**config.mk**
```make
export PLATFORM = sky130hd
export DESIGN_NAME = sequential_divider_flat
export DESIGN_NICKNAME = d
export VERILOG_FILES = /design/src/rtl/div_pkg.sv /design/src/rtl/sequential_divider_if.sv /design/src/rtl/div_step.sv /design/src/rtl/sequential_divider.sv /design/src/flat_wrapper.sv
export SDC_FILE = /design/constraint.sdc
export NUM_CORES = 1
export LEC_CHECK = 0
export CAP_MARGIN = 25
export CORE_UTILIZATION = 49
export DETAILED_ROUTE_END_ITERATION = 10
export PLACE_DENSITY = 0.8
export SLEW_MARGIN = 10
export SYNTH_ARGS = -nofsm -noshare
export SYNTH_HDL_FRONTEND = slang
export SYNTH_SLANG_ARGS = --single-unit
```
**constraint.sdc**
```tcl
create_clock -name clk -period 4.23 [get_ports clk]
set_input_delay 0.423 -clock clk [delete_from_list [all_inputs] [get_ports clk]]
set_output_delay 0.423 -clock clk [all_outputs]
set_load 0.005 [all_outputs]
```
**src/rtl/div_pkg.sv**
```systemverilog
// Shared definitions for the sequential divider.
// Holds the default operand width, the FSM state encoding and the
// divide-by-zero quotient pattern.
package div_pkg;

  localparam int WIDTH_DEFAULT = 32;

  typedef enum logic [1:0] {
    IDLE = 2'd0,
    CALC = 2'd1,
    FIN  = 2'd2
  } state_t;

  // Divide-by-zero returns an all-ones quotient; the fill bit lets any
  // WIDTH build replicate it, the full constant documents the default width.
  localparam logic                     DIV0_FILL     = 1'b1;
  localparam logic [WIDTH_DEFAULT-1:0] DIV0_QUOTIENT = {WIDTH_DEFAULT{DIV0_FILL}};

endpackage

```
**src/rtl/sequential_divider_if.sv**
```systemverilog
// Start/done handshake bundle of the sequential divider.
// master: controller side (drives start, dividend, divisor).
// slave : divider side (drives busy, done, quotient, remainder, div_by_zero).
interface sequential_divider_if
  import div_pkg::*;
#(
  parameter int WIDTH = WIDTH_DEFAULT
);
  logic             start;
  logic [WIDTH-1:0] dividend;
  logic [WIDTH-1:0] divisor;
  logic             busy;
  logic             done;
  logic [WIDTH-1:0] quotient;
  logic [WIDTH-1:0] remainder;
  logic             div_by_zero;

  modport master (
    output start, dividend, divisor,
    input  busy, done, quotient, remainder, div_by_zero
  );

  modport slave (
    input  start, dividend, divisor,
    output busy, done, quotient, remainder, div_by_zero
  );
endinterface

```
**src/rtl/div_step.sv**
```systemverilog
// One restoring division iteration, purely combinational.
// Ports:
//   rem_in  : current partial remainder (always < dsr)
//   bit_in  : next dividend bit shifted into the remainder
//   dsr     : divisor magnitude
//   rem_out : new partial remainder
//   q_bit   : quotient bit produced by this iteration
module div_step
  import div_pkg::*;
#(
  parameter int WIDTH = WIDTH_DEFAULT
) (
  input  logic [WIDTH-1:0] rem_in,
  input  logic             bit_in,
  input  logic [WIDTH-1:0] dsr,
  output logic [WIDTH-1:0] rem_out,
  output logic             q_bit
);
  logic [WIDTH:0] shifted;
  logic [WIDTH:0] diff;

  assign shifted = {rem_in, bit_in};
  // Because rem_in < dsr, the true difference lies in (-2^WIDTH, 2^WIDTH),
  // so bit WIDTH of a WIDTH+1 bit subtraction is an exact sign bit.
  assign diff    = shifted - {1'b0, dsr};
  assign q_bit   = ~diff[WIDTH];
  assign rem_out = q_bit ? diff[WIDTH-1:0] : shifted[WIDTH-1:0];
endmodule

```
**src/rtl/sequential_divider.sv**
```systemverilog
// Multi-cycle restoring divider, one quotient bit per clock.
// Ports:
//   clk, rst : clock, asynchronous active-high reset
//   bus      : sequential_divider_if.slave (start/dividend/divisor in,
//              busy/done/quotient/remainder/div_by_zero out, all registered)
// Build option: define DIV_SIGNED_EN for two's-complement operands; left
// undefined the operands are unsigned and the sign logic is absent.
// Latency: done is high WIDTH+1 clocks after the accepting edge, 1 clock for
// a zero divisor. A start seen while done is high is taken on the next cycle.
module sequential_divider
  import div_pkg::*;
#(
  parameter int WIDTH = WIDTH_DEFAULT
) (
  input logic                clk,
  input logic                rst,
  sequential_divider_if.slave bus
);
  localparam int            CW       = (WIDTH > 2) ? $clog2(WIDTH) : 1;
  localparam logic [CW-1:0] CNT_LAST = CW'(WIDTH - 1);

  state_t           state;
  logic [CW-1:0]    count;
  logic [WIDTH-1:0] rem_acc;   // partial remainder
  logic [WIDTH-1:0] dvd_acc;   // dividend magnitude, quotient bits shift in at the bottom
  logic [WIDTH-1:0] dsr_mag;
  logic             dz;
  logic [WIDTH-1:0] step_rem;
  logic             step_q;
  logic [WIDTH-1:0] q_res;
  logic [WIDTH-1:0] r_res;
  logic             accept;

`ifdef DIV_SIGNED_EN
  logic sign_q;
  logic sign_r;

  // Most-negative input maps to 2^(WIDTH-1), which fits the unsigned result.
  function automatic logic [WIDTH-1:0] magnitude(input logic [WIDTH-1:0] x);
    return x[WIDTH-1] ? -x : x;
  endfunction

  function automatic logic [WIDTH-1:0] apply_sign(input logic [WIDTH-1:0] x,
                                                  input logic             neg);
    return neg ? -x : x;
  endfunction
`endif

  // Back-to-back starts wait out the done cycle before being accepted.
  assign accept = (state == IDLE) && bus.start && !bus.done;

  div_step #(.WIDTH(WIDTH)) u_step (
    .rem_in  (rem_acc),
    .bit_in  (dvd_acc[WIDTH-1]),
    .dsr     (dsr_mag),
    .rem_out (step_rem),
    .q_bit   (step_q)
  );

  always_comb begin
`ifdef DIV_SIGNED_EN
    q_res = apply_sign(dvd_acc, sign_q);
    r_res = apply_sign(rem_acc, sign_r);
`else
    q_res = dvd_acc;
    r_res = rem_acc;
`endif
  end

  // Datapath: operand capture on accept, one shift-subtract per CALC cycle.
  always_ff @(posedge clk) begin
    if (accept) begin
      rem_acc <= '0;
      dz      <= (bus.divisor == '0);
`ifdef DIV_SIGNED_EN
      // A zero divisor keeps the raw dividend so it can be returned unmodified.
      dvd_acc <= (bus.divisor == '0) ? bus.dividend : magnitude(bus.dividend);
      dsr_mag <= magnitude(bus.divisor);
      sign_q  <= bus.dividend[WIDTH-1] ^ bus.divisor[WIDTH-1];
      sign_r  <= bus.dividend[WIDTH-1];
`else
      dvd_acc <= bus.dividend;
      dsr_mag <= bus.divisor;
`endif
    end else if (state == CALC) begin
      rem_acc <= step_rem;
      dvd_acc <= {dvd_acc[WIDTH-2:0], step_q};
    end
  end

  // Control FSM with registered outputs.
  always_ff @(posedge clk or posedge rst) begin
    if (rst) begin
      state           <= IDLE;
      count           <= '0;
      bus.busy        <= 1'b0;
      bus.done        <= 1'b0;
      bus.quotient    <= '0;
      bus.remainder   <= '0;
      bus.div_by_zero <= 1'b0;
    end else begin
      bus.done <= 1'b0;
      case (state)
        IDLE: begin
          if (accept) begin
            bus.busy <= 1'b1;
            count    <= CNT_LAST;
            state    <= (bus.divisor == '0) ? FIN : CALC;
          end
        end
        CALC: begin
          count <= count - CW'(1);
          if (count == '0) state <= FIN;
        end
        FIN: begin
          bus.busy        <= 1'b0;
          bus.done        <= 1'b1;
          bus.div_by_zero <= dz;
          bus.quotient    <= dz ? {WIDTH{DIV0_FILL}} : q_res;
          bus.remainder   <= dz ? dvd_acc : r_res;
          state           <= IDLE;
        end
        default: state <= IDLE;
      endcase
    end
  end
endmodule

```
**src/flat_wrapper.sv**
```systemverilog
// flat-port wrapper written by rule: the top's interface ports become plain ports
module sequential_divider_flat import div_pkg::*;
#(
  parameter int WIDTH = WIDTH_DEFAULT
)
  (clk, rst, bus_start, bus_dividend, bus_divisor, bus_busy, bus_done, bus_quotient, bus_remainder, bus_div_by_zero);
  sequential_divider_if #(.WIDTH(WIDTH)) bus_i ();
  input logic clk;
  input logic rst;
  input wire logic [$bits(bus_i.start)-1:0] bus_start;
  input wire logic [$bits(bus_i.dividend)-1:0] bus_dividend;
  input wire logic [$bits(bus_i.divisor)-1:0] bus_divisor;
  output wire logic [$bits(bus_i.busy)-1:0] bus_busy;
  output wire logic [$bits(bus_i.done)-1:0] bus_done;
  output wire logic [$bits(bus_i.quotient)-1:0] bus_quotient;
  output wire logic [$bits(bus_i.remainder)-1:0] bus_remainder;
  output wire logic [$bits(bus_i.div_by_zero)-1:0] bus_div_by_zero;
  assign bus_i.start = bus_start;
  assign bus_i.dividend = bus_dividend;
  assign bus_i.divisor = bus_divisor;
  assign bus_busy = bus_i.busy;
  assign bus_done = bus_i.done;
  assign bus_quotient = bus_i.quotient;
  assign bus_remainder = bus_i.remainder;
  assign bus_div_by_zero = bus_i.div_by_zero;
  sequential_divider #(.WIDTH(WIDTH)) u_core (.clk(clk), .rst(rst), .bus(bus_i));
endmodule
```
run_1/placement.png
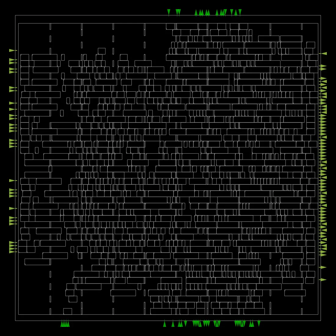
Seq/total area: 41.49%
Placeable Area: 16820 µm²

run_1/layer_met3.png
(2 px per µm)
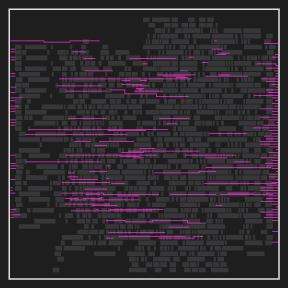
The longest straight run is 69.5 µm. The layer carries 1760 µm of wire.

run_1/placement_by_type.png
(4 px per µm)
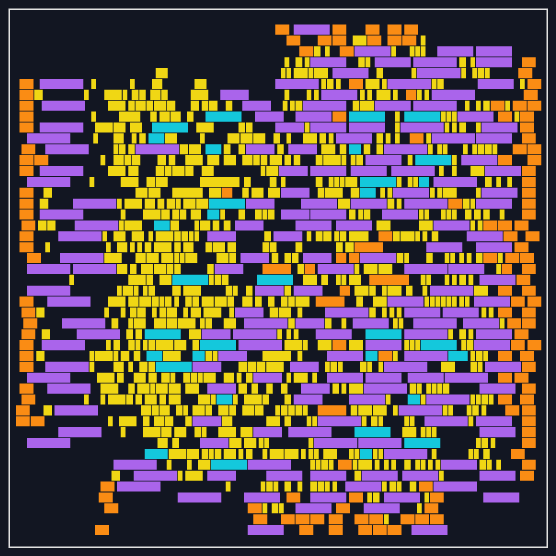
Key: combinational and other logic = yellow [cells 680]; other buffers and delay cells = orange [cells 145]; clock drivers and dummy loads = cyan [cells 32]; flops = purple [cells 171]

==> results.cfg, run 1 <==
; flow metrics
[status]
run_status = complete, no violations

[placed_design]
placed_area_um2 = 10130
io_buffer_count = 133
pre_cts_slack_ns = 0.7421
dpl.hpwl_mm = 14.96
gp_congestion = 0.8570

[logic_synthesis]
yosysTopAreaCellShare_pct = 22.83
synth.cellmix.compoundShare_pct = 14.30
ys.flop_type = dfrtp_1
async_flop_share_pct = 43.27
ys.flops = 171
synthMostInstantiatedCell = nand2_1
ys_top_cells_by_area = edfxtp_1 (23%), dfrtp_1 (22%), nand2_1 (8.8%), dfxtp_1 (7.5%), o21ai_0 (5.3%)
common_cells = nand2_1 (201), o21ai_0 (90), dfrtp_1 (74)
synth_cells = 900
ys_area_um2 = 8551
mux_share_pct = 3.746
synthTopLogicFamily = simple AND/OR/NAND/NOR gates
yosys-stat-cells = 900
ys_seq_share_pct = 51.98
largest_area_cell = edfxtp_1
ys_sh_adder_pct = 5.209
synth.net_count = 1002
edf_count = 65
ys_sh_simple_pct = 17.37
syn_avg_cell_area_um2 = 9.501

[detailed_routing]
drtIter0Drc = 603
wl_per_cell_um = 16.65
first_pass_iters = 7
post-route-drc-count = 0
dr_total_vias = 7032

[worst_setup_path]
r2r-end = u_core.r_res[1]$_SDFFE_PP0P_
cp_top_family = AND-OR/OR-AND gates
crit_path_end = u_core.r_res[1]$_SDFFE_PP0P_
start_kind = register
timing.reg2reg.worst_path_depth = 13
crit_slowest_cell = xor2_4
crit_chain = inv_1, ha_1, fa_1, nand2b_1, a21o_1, and3_1, o31ai_2, a31o_2, a31oi_4, xor2_4, buf_12, nand2_1, a32o_1
cp-startpoint = u_core.dvd_acc[31]$_DFFE_PP_
r2r_slack_ns = 0.74

[die]
die_h_um = 134.1
num_io_pins = 134
tapCellCount = 220
die_w_um = 134.1
initial_core_util_pct = 50.84
dieArea_um2 = 17980

[cts]
cts_buffers = 17
clock-sinks = 171
clkTransAtPathRegs_ns = 0.07
htree_levels = 4

[final_layout]
inverters = 43
ff_count = 171
fillers = 1397
logic_gate_count = 637
buf_share_pct = 13.92
nClkBuffers = 18
stdcell_count = 1248
layout-drive-gt1-share_pct = 5.642
postLayoutCellArea_um2 = 10710
lay_top_cells = nand2_1 (201), clkdlybuf4s50_1 (133), o21ai_0 (90)
lay_top_count = nand2_1
syn_to_final_growth_pct = 25.27
fin_nets = 1117
utilization_pct = 63.69
register_area_um2 = 4444
comb_area_share_pct = 35.07

[global_routing]
antenna_found_initial = 0
grt_pass1_wl_mm = 34.16
grt.overflow.total = 0
grt_pass1_vias = 6606

[sta]
period_needed_ns = 3.493
drv_slew = 0
hold_viol_final = 0
rsz0062_at_grt = no
worst_pin_slew_ns = 0.9254
finalSetupViolations = 0
maxClockFrequency_mhz = 286.3
slew_headroom_pct = 38.31
post-route-period-util_pct = 82.59
hold_ws_ns = 0.2734

[power_and_ir_drop]
p_leak_nw = 4.671
peakVddDrop_uv = 419.0
power_density_nw_per_um2 = 770.4

[flow_run]
max_cap_violations = 0
warning_count = 27

[hold_path]
hold_path_class = in2async
==> run 1: worst reg2reg max path, stage by stage (launching register included) <==
cell and delay [ns]:
edfxtp_1 0.39, inv_1 0.06, ha_1 0.22, fa_1 0.38, nand2b_1 0.19, a21o_1 0.19, and3_1 0.15, o31ai_2 0.38
a31o_2 0.30, a31oi_4 0.14, xor2_4 0.45, buf_12 0.24, nand2_1 0.07, a32o_1 0.23
==> run 1: routing by layer <==
metal	vias to the layer above	GRT usage [%]	part of all wire, %	routed length, µm
met4	0	7.116	1.2	255
met3	24	4.837	8.5	1761
met5	-	0	0	0
li1	3400	-	-	-
met2	260	35.69	43	8981
met1	3348	36.49	47	9780
==> run 1: power breakdown <==
part           internal, W  switching (W)
Combinational      0.00164        0.00198
Clock             0.000805       0.000736
Sequential         0.00253       0.000564
Total              0.00497        0.00328
run_1/sizes.png
(3 px per µm)
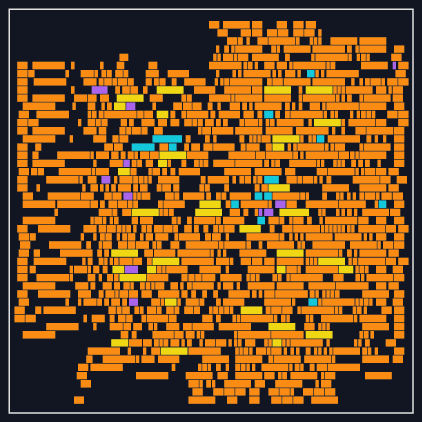

--- run 2 (diff from run 1) ---
Clock period 4.23 ns to 3.5 ns, I/O delays scaled along.
run_2/sizes.png
(3 px per µm)
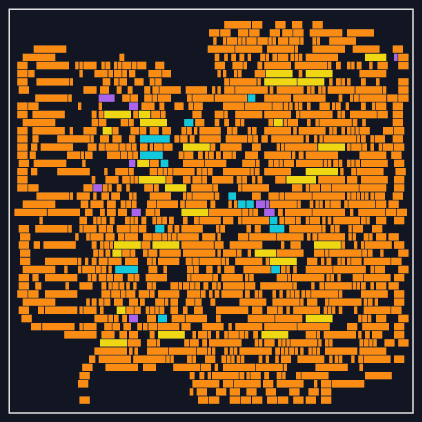
Key: _2 cells = purple [cells 10, most used a31o_2]; _6 and larger = yellow [cells 29, most used clkbuf_16]; _3 and _4 cells = cyan [cells 14, most used buf_4]; _0 and _1 cells = orange [cells 973, most used nand2_1]

run_2/placement_by_type.png
(4 px per µm)
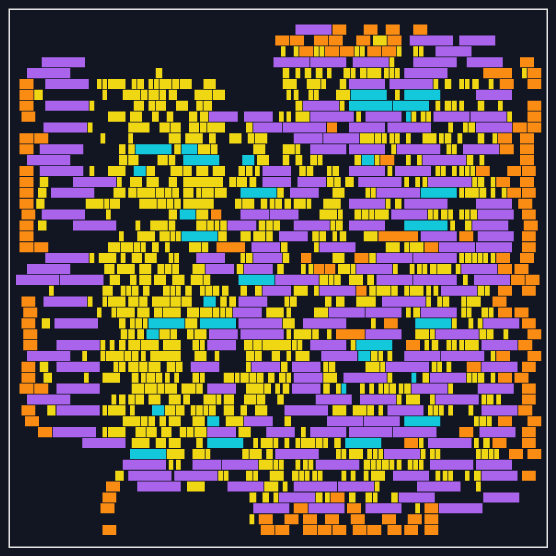
Key: clock drivers and dummy loads = cyan [cells 32]; combinational and other logic = yellow [cells 680]; other buffers and delay cells = orange [cells 143]; flops = purple [cells 171]

==> run 2 against run 1 <==
Compared with the run above: die size is the same; highest routed layer unchanged; clock skew grew 0.0027 ns; first-iteration DRC count grew 21%; wire length shrank 0.11%; fmax grew 8.0%; clock-buffer cell count is the same; critical endpoint unchanged; final cell count shrank 0.16%; sequential share of layout area is essentially flat; largest cell class unchanged; global-route usage shrank 0.53 points.
==> results.cfg, run 2 <==
; flow metrics
[die]
initial_core_util_pct = 50.84
dieArea_um2 = 17980
tapCellCount = 220
fp-row-count = 47
num_io_pins = 134
die_w_um = 134.1
die_h_um = 134.1
core_um2 = 16820

[flow_run]
max_cap_violations = 0
warning_count = 27

[final_layout]
ff_count = 171
comb_area_um2 = 3765
register_area_um2 = 4444
stdcell_count = 1246
postLayoutCellArea_um2 = 10700
comb_area_share_pct = 35.19
buf_share_pct = 13.68
clockNetworkAreaShare_pct = 5.508
utilization_pct = 63.61
lay_top_count = nand2_1
syn_to_final_growth_pct = 25.12
fin_nets = 1115
fillers = 1398
nClkBuffers = 18
seq_share_pct = 41.54
logic_gate_count = 637
largest_class = sequential cells
diodes = 0
inverters = 43
layout-drive-gt1-share_pct = 5.166
lay_top_cells = nand2_1 (201), clkdlybuf4s50_1 (133), o21ai_0 (90)

[detailed_routing]
ant_nets = 0
post_drt_via_cell_ratio = 5.620
dr_total_vias = 7003
wl_per_cell_um = 16.66
drt_wl_total_mm = 20.76
met2_length_mm = 9.110
route.met3.wl_mm = 1.518
m1WireLength_mm = 9.885
post-route-drc-count = 0
route.top_layer_used = met4
drtIter0Drc = 727
first_pass_iters = 5

[power_and_ir_drop]
peakVddDrop_uv = 445.2
p_seq_share_pct = 37.4
pg_seq_w = 0.00375
power_w = 0.01002
pwr-share-comb_pct = 43.5
internal_power_w = 0.006087
power_density_nw_per_um2 = 936.3
switching_share_pct = 39.24
p_sw_w = 0.003931
p_comb_w = 0.00436
power_leader = combinational cells
p_leak_nw = 4.660
clk-power_w = 0.00191
clock_power_share_pct = 19.1

[global_routing]
grt_use_met3_pct = 4.875
gr-max-usage-layer = met2
use_met1_pct = 35.41
grt_use_total_pct = 23.85
grt_pass1_vias = 6592
antenna_found_initial = 0
grt_pass1_wl_mm = 33.51
met2_usage_pct = 35.66
grt_max_degree = 75
grt.overflow.total = 0

[worst_setup_path]
critical_path_class = reg2reg
cp-startpoint = u_core.dvd_acc[31]$_DFFE_PP_
crit_slowest_cell = edfxtp_1
cpPeakStageDelay_ns = 0.39
cp_top_family = AND-OR/OR-AND gates
cp.arrival_ns = 3.56
cp_num_buf_inv = 2
crit_required_ns = 3.82
start_kind = register
end_kind = register
critPathMaxFanout = 42
crit_chain = inv_1, ha_1, fa_1, nand2b_1, a21o_1, and3_1, o31ai_4, a31o_2, a31oi_4, xor2_4, buf_12, nand2_1, a32o_1

[placed_design]
io_buffer_count = 133
placed_area_um2 = 10100
gp_congestion = 0.8716
pre_cts_slack_ns = 0.2327
dpl.hpwl_mm = 14.59
dpl.cell_count = 1214

[logic_synthesis]
ys.flop_type = dfrtp_1
mux_share_pct = 3.746
ys.flops = 171
xor_area_share_pct = 3.190
ys_top_cells_by_area = edfxtp_1 (23%), dfrtp_1 (22%), nand2_1 (8.8%), dfxtp_1 (7.5%), o21ai_0 (5.3%)
ys_seq_share_pct = 51.98
synth.cellmix.compoundShare_pct = 14.30
yosysTopAreaCellShare_pct = 22.83
ys_sh_adder_pct = 5.209
ys_sh_simple_pct = 17.37
syn_avg_cell_area_um2 = 9.501
synth.net_count = 1002
synthMostInstantiatedCell = nand2_1
yosys-stat-cells = 900
largest_area_cell = edfxtp_1
syn_area_um2 = 8551
common_cells = nand2_1 (201), o21ai_0 (90), dfrtp_1 (74)
synth_cells = 900
ys_area_um2 = 8551
synthTopLogicFamily = simple AND/OR/NAND/NOR gates
async_flop_share_pct = 43.27
edf_count = 65
ys_warn_count = 0

[cts]
clkTransAtPathRegs_ns = 0.07
cts_max_path_buffers = 2
cts_tree = done
ctsResizeCount = 0
cts_buffers = 17
clock-sinks = 171
ctsRootBufferMaster = clkbuf_16
cts_post_setup_buffers_inserted = 0
holdBufCountCts = 0
htree_levels = 4

[sta]
slew_headroom_pct = 38.28
finalSetupViolations = 0
skew_ns = 0.01109
period_needed_ns = 3.236
rsz0062_at_grt = no
maxClockFrequency_mhz = 309.0
post-route-period-util_pct = 92.46
setup_tns_ns = 0
hold_viol_final = 0
worst_pin_slew_ns = 0.9259
setup_ws_ns = 0.2641
hold_ws_ns = 0.3017
drv_slew = 0

[hold_path]
hold_path_class = in2async

[status]
run_status = complete, no violations
-- run 2: netlist changes by cell type in the layout (fill, tap and decap cells not counted), moves of 2 or more --
cell       change
inv_8          -4
bufinv_16      +2
clkinv_4       +2
clkinv_1       +2
-- run 2: path summary, 6_finish.rpt --
kind	to	slack [ns]	cells after the start
max reg2reg	u_core.r_res[1]$_SDFFE_PP0P_	0.26	13
min	u_core.bus.quotient[27]$_DFFE_PP0P_	0.30	3
max in group asynchronous	u_core.bus.quotient[17]$_DFFE_PP0P_	2.86	3
min reg2reg	u_core.bus.quotient[10]$_DFFE_PP0P_	0.48	2
min in group clk	u_core.bus.quotient[10]$_DFFE_PP0P_	0.48	2
max	u_core.r_res[1]$_SDFFE_PP0P_	0.26	13
Power is estimated from default activity; no workload was simulated.
